run_1/wires.png
Drawn at 2 px/µm. Only two layers are drawn.
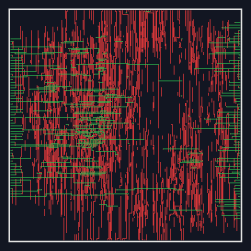
run_1/io_fan.png
Drawn at 2 px/µm.
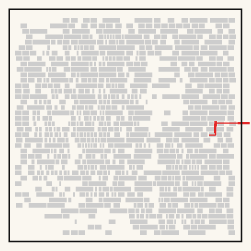
run_1/placement.png
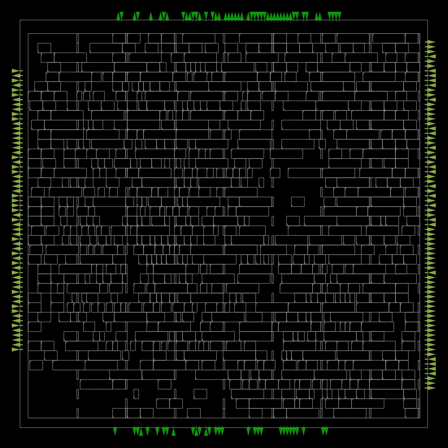
run_1/io_placement.png
Drawn at 4 px/µm. Pins as bars across the die edge, other pins in grey.
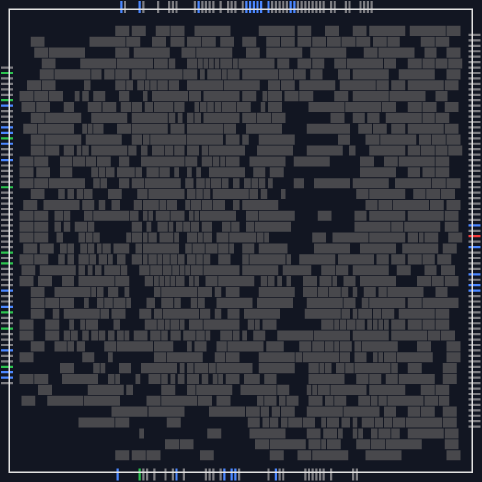
$ cat config.mk
export PLATFORM = sky130hd
export DESIGN_NAME = if_stage_unit
export DESIGN_NICKNAME = d
export VERILOG_FILES = /design/src/rtl/if_stage_unit.sv
export SDC_FILE = /design/constraint.sdc
export NUM_CORES = 1
export LEC_CHECK = 0
export CAP_MARGIN = 20
export CORE_MARGIN = 2
export CORE_UTILIZATION = 49
export DETAILED_ROUTE_END_ITERATION = 16
export PLACE_DENSITY = 0.86
export SLEW_MARGIN = 10
export SYNTH_ARGS = -nofsm -noshare
export SYNTH_HDL_FRONTEND = slang
export SYNTH_SLANG_ARGS = --single-unit
$ cat constraint.sdc
create_clock -name clk -period 4.05 [get_ports clk]
set_clock_uncertainty 0.1 [all_clocks]
set_input_delay 1.0125 -clock clk [delete_from_list [all_inputs] [get_ports clk]]
set_output_delay 1.0125 -clock clk [all_outputs]
set_load 0.02 [all_outputs]
$ cat src/rtl/if_stage_unit.sv
// rtl/if_stage_unit.sv - MIPS instruction-fetch stage: PC, IF/ID register, redirect/stall/halt, run-cycle counter
module if_stage_unit #(
  parameter logic [31:0] RESET_PC = 32'h0000_0000,
  parameter int          IMEM_AW  = 10,
  parameter int          CNT_W    = 32
) (
  input  logic               clk,
  input  logic               rst_n,
  output logic [IMEM_AW-1:0] imem_addr,
  input  logic [31:0]        imem_data,
  input  logic               stall,
  input  logic               ex_redirect,
  input  logic [31:0]        ex_target,
  input  logic               halt_req,
  input  logic               resume,
  output logic [31:0]        pc,
  output logic [31:0]        if_id_instr,
  output logic [31:0]        if_id_pc4,
  output logic               if_id_valid,
  output logic               halted,
  output logic [CNT_W-1:0]   cycle_cnt
);

  typedef enum logic {RUN = 1'b0, HALTED = 1'b1} state_t;

  state_t      state;
  logic [31:0] pc_plus4;

  assign pc_plus4  = pc + 32'd4;
  assign imem_addr = pc[IMEM_AW+1:2];
  assign halted    = (state == HALTED);

  always_ff @(posedge clk or negedge rst_n) begin
    if (!rst_n) begin
      state       <= RUN;
      pc          <= RESET_PC;
      if_id_instr <= 32'h0;
      if_id_pc4   <= 32'h0;
      if_id_valid <= 1'b0;
      cycle_cnt   <= '0;
    end else begin
      case (state)
        RUN: begin
          // Every RUN edge counts, whatever else happens on it.
          cycle_cnt <= cycle_cnt + {{(CNT_W-1){1'b0}}, 1'b1};
          if (halt_req) begin
            if_id_instr <= 32'h0;
            if_id_pc4   <= 32'h0;
            if_id_valid <= 1'b0;
            state       <= HALTED;
          end else if (ex_redirect) begin
            pc          <= ex_target;
            if_id_instr <= 32'h0;
            if_id_pc4   <= 32'h0;
            if_id_valid <= 1'b0;
          end else if (!stall) begin
            pc          <= pc_plus4;
            if_id_instr <= imem_data;
            if_id_pc4   <= pc_plus4;
            if_id_valid <= 1'b1;
          end
        end
        HALTED: begin
          // pc and IF/ID hold; the held pc is refetched on the first RUN edge.
          if (resume && !halt_req) state <= RUN;
        end
        default: state <= RUN;
      endcase
    end
  end

endmodule
==> qor_table.md, run 1 <==
| Item | This run |
| --- | --- |
| Status | finished, final reports clean |
| Register-to-register setup slack | 1150 ps |
| Antenna violations before repair | 0 |
| Area inside the core boundary | 12,100 µm² |
| Final worst path period need | 2900 ps |
| Crit path kind | register to register |
| Internal power | 2860 µW |
| Final sum of negative setup slack | 0 ps |
| Mux share of post-synthesis cell area | 0.185% |
| Sum of buffers and inverters on the critical path | 0 |
| Area fraction in and, or, nand and nor cells after synthesis | 17.5% |
| DR WL met2 | 9080 µm |
| Hold Fails Final Rpt | 0 |
| Final period utilization | 71.7% |
| Dominant register cell | sky130_fd_sc_hd__dfrtp_1 |
| Via density per instance | 5.96 |
| MaxCap Viol Count | 0 |
| Routed length per instance | 19.4 µm |
| Pin count of the biggest net entering global routing | 94 |
| Distinct lib cells used | 57 |
| Detailed-route wire length on metal 1 | 7190 µm |
| Final setup violation count | 0 |
| CP Launch Type | register |
| Number of sinks on the clock net | 130 |
| Met3 layer usage reported by global route | 7.96% |
| Worst slew margin relative to its limit | 36.1% |
| Main logic family after synthesis | simple AND/OR/NAND/NOR gates |
| R2R Path End | pc[28] |
| Count of pins over their slew limit | 0 |
| Yosys Chip Area | 6080 µm² |
| Placed wire-length estimate after detailed placement | 13,200 µm |
| Final wirelength | 18,700 µm |
| Warning count from the yosys run | 0 |
| Critical Path Stages | 6 |
| Floorplan core density | 50.4% |
| Boundary pin count | 210 |
| Gate count of the mapped netlist | 591 |
| Post-synthesis cell type with the largest combined area | sky130_fd_sc_hd__dfrtp_1 |
| Peak supply drop | 289 µV |
| Number of nets in the layout | 857 |
| Arrival @ worst endpoint | 3080 ps |
| Overall die area | 13,300 µm² |
| Worst Hold End | if_id_pc4[17] |
| Flip-flop and latch count after synthesis | 130 |
| Layout Area Growth over Synthesis | 46.0% |
About wires.png:
Red marks metal 2, wire length 9,080 µm. Green marks metal 3, wire length 2,030 µm.

About io_fan.png:
Red marks resume, bits 1, direction input, edge right, end cells 1, wire 26.4 µm.

About placement.png:
tap cell instance count: 168
num sequential: 130
register fraction of the total cell area: 36.7%

About io_placement.png:
Red marks resume, pins 1, direction input, edge right. Blue marks if_id_pc4, pins 32, direction output, edge 11 top, 10 left, 6 bottom, 5 right. Green marks imem_addr, pins 10, direction output, edge 9 left, 1 bottom.

run 1: power groups by stage:
stage	Combinational (µW)	Sequential, µW	Clock, µW
after global placement	981	1650	0
after floorplan	392	1750	0
final	1010	1650	1500
after CTS	1010	1640	1520
after global routing	1070	1670	1580
after detailed placement	999	1660	0
run 1: layout make-up:
type                            count  area, µm²  share of cell area (%)
Clock inverter                     13        135                    1.52
Inverter                            5       18.8                   0.212
Sequential cell                   130       3250                    36.7
Timing Repair Buffer              221       2200                    24.8
Clock buffer                       19        453                    5.11
Multi-Input combinational cell    410       2600                    29.3
Tap cell                          168        210                    2.37
run 1: sequential cells by signal (all words and copies together) (netlist names):
name / flops
pc: 32
if_id_pc4: 32
halted: 1
cycle_cnt: 32
if_id_valid: 1
if_id_instr: 32
==> run 1 -> run 2 <==
CORE_UTILIZATION = 41   (was 49)
PLACE_DENSITY = 0.76   (was 0.86)
clock period = 2.35 ns   (was 4.05 ns; I/O delays follow)
==> run 2 against run 1 <==
Setup slack got worse by 1100 ps. Critical path depth decreased by 4. Largest cell class unchanged. Global-route usage down 3.9 points. Worst hold slack got worse by 340 ps. Die size increased by 19%. Sequential power increased by 65%. Sequential share of layout area fell by 2.0 points.
==> qor_table.md, run 2 <==
| Item | This run | Change |
| --- | --- | --- |
| Pin count of the biggest net entering global routing | 59 | was 94 |
| Count of pins over their slew limit | 0 | unchanged |
| Flip-flop and latch count after synthesis | 130 | unchanged |
| Status | finished, final reports clean | unchanged |
| Register fraction of the total cell area | 34.7% | was 36.7% |
| Gate count of the mapped netlist | 591 | unchanged |
| Tap cell instance count | 184 | was 168 |
| Register-to-register setup slack | 60 ps | was 1150 ps |
| Global-route wire length before repair | 30,500 µm | was 29,200 µm |
| R2R Path End | pc[28] | unchanged |
| Yosys Chip Area | 6080 µm² | unchanged |
| Tally of clock buffers in the finished layout | 21 | was 19 |
| Mux share of post-synthesis cell area | 0.185% | unchanged |
| Floorplan core density | 41.8% | was 50.4% |
| Data-path buffer share of cell area in the final layout | 28.4% | was 24.8% |
| Post-synthesis cell type with the largest combined area | sky130_fd_sc_hd__dfrtp_1 | unchanged |
| Hold Fails Final Rpt | 0 | unchanged |
| Worst slew margin relative to its limit | 62.0% | was 36.1% |
| Layout Area Growth over Synthesis | 54.7% | was 46.0% |
| Arrival @ worst endpoint | 1600 ps | was 3080 ps |
| Leakage dissipation | 0.00400 µW | was 0.00370 µW |
| Clock Network Area Fraction | 6.17% | was 6.63% |
| Number of nets in the layout | 912 | was 857 |
| Final period utilization | 97.5% |  |
| CP Launch Type | register | unchanged |
| Leading cell kind | registers | unchanged |
| Main logic family after synthesis | simple AND/OR/NAND/NOR gates | unchanged |
| Final setup violation count | 0 | unchanged |
| Cts hold-fix bufs | 0 | unchanged |
| Dominant register cell | sky130_fd_sc_hd__dfrtp_1 | unchanged |
| Via density per instance | 5.58 | was 5.96 |
| Asr flop ratio synth | 100% | unchanged |
| Number of multi-input logic gates | 410 | unchanged |
| Footprint of the flip-flops and latches | 3260 µm² | was 3250 µm² |
| Final sum of negative setup slack | 0 ps | unchanged |
| Warning count from the yosys run | 0 | unchanged |
| Area inside the core boundary | 14,500 µm² | was 12,100 µm² |
| Final wirelength | 19,200 µm | was 18,700 µm |
| Sum of buffers and inverters on the critical path | 2 | was 0 |
| Distinct lib cells used | 57 | unchanged |
| Repair and plain buffers | 276 | was 221 |
| Non-CTS inverters | 5 | unchanged |
| Number of sinks on the clock net | 130 | unchanged |
| Boundary pin count | 210 | unchanged |
| Fraction of area in multi-input gates | 28.1% | was 29.3% |
| Overall die area | 15,800 µm² | was 13,300 µm² |
| Routed length per instance | 18.6 µm | was 19.4 µm |
| Final worst path period need | 2290 ps |  |
| Peak supply drop | 500 µV | was 289 µV |
| Antenna violations before repair | 0 | unchanged |
-- run 2: layer usage --
metal  GRT usage, %  vias up  share of wire [%]
met5              0        -                  0
met4           8.14        0                1.8
met3           6.33       27                6.9
met2           40.7      260                 50
met1           30.9     2839                 42
li1               -     2650                  -
-- run 2: power breakdown --
part / internal [µW] / leakage (µW) / switching [µW]
Clock: 1570 / 0.000280 / 1010
Sequential: 2480 / 0.00170 / 241
Combinational: 1010 / 0.00202 / 1040
Total: 5060 / 0.00400 / 2290
-- run 2: worst max-delay path by stage --
stage,to,slack (ps),cells past startpoint
global route,pc[22],5,2
detailed placement,pc[23],-30,6
CTS,pc[20],20,7
finish,halted,60,2
floorplan,pc[22],-70,7
global placement,pc[26],-10,6
run_2/layer_met2.png
Drawn at 4 px/µm.
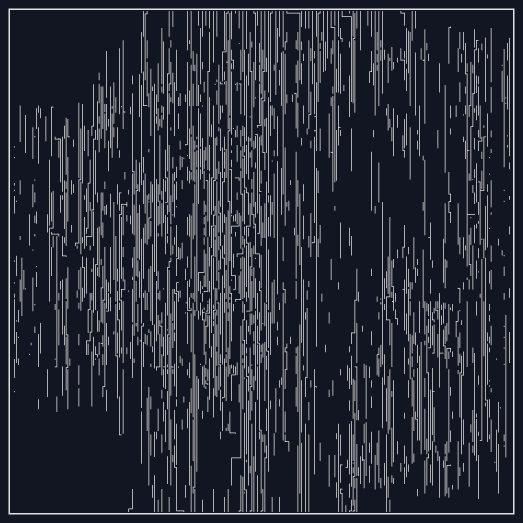
The layer holds 50% of the routed length. The longest straight run is 48.1 µm. The wires run mostly vertical. 803 nets have wire on it. The layer carries 9,530 µm of wire.

run_2/io_fan.png
Drawn at 2 px/µm.
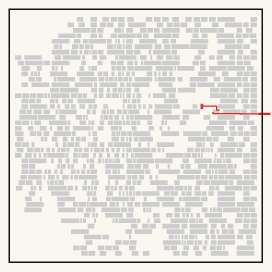
Red marks resume, bits 1, direction input, edge right, end cells 1, wire 36.0 µm.

Power and IR drop assume default switching activity.
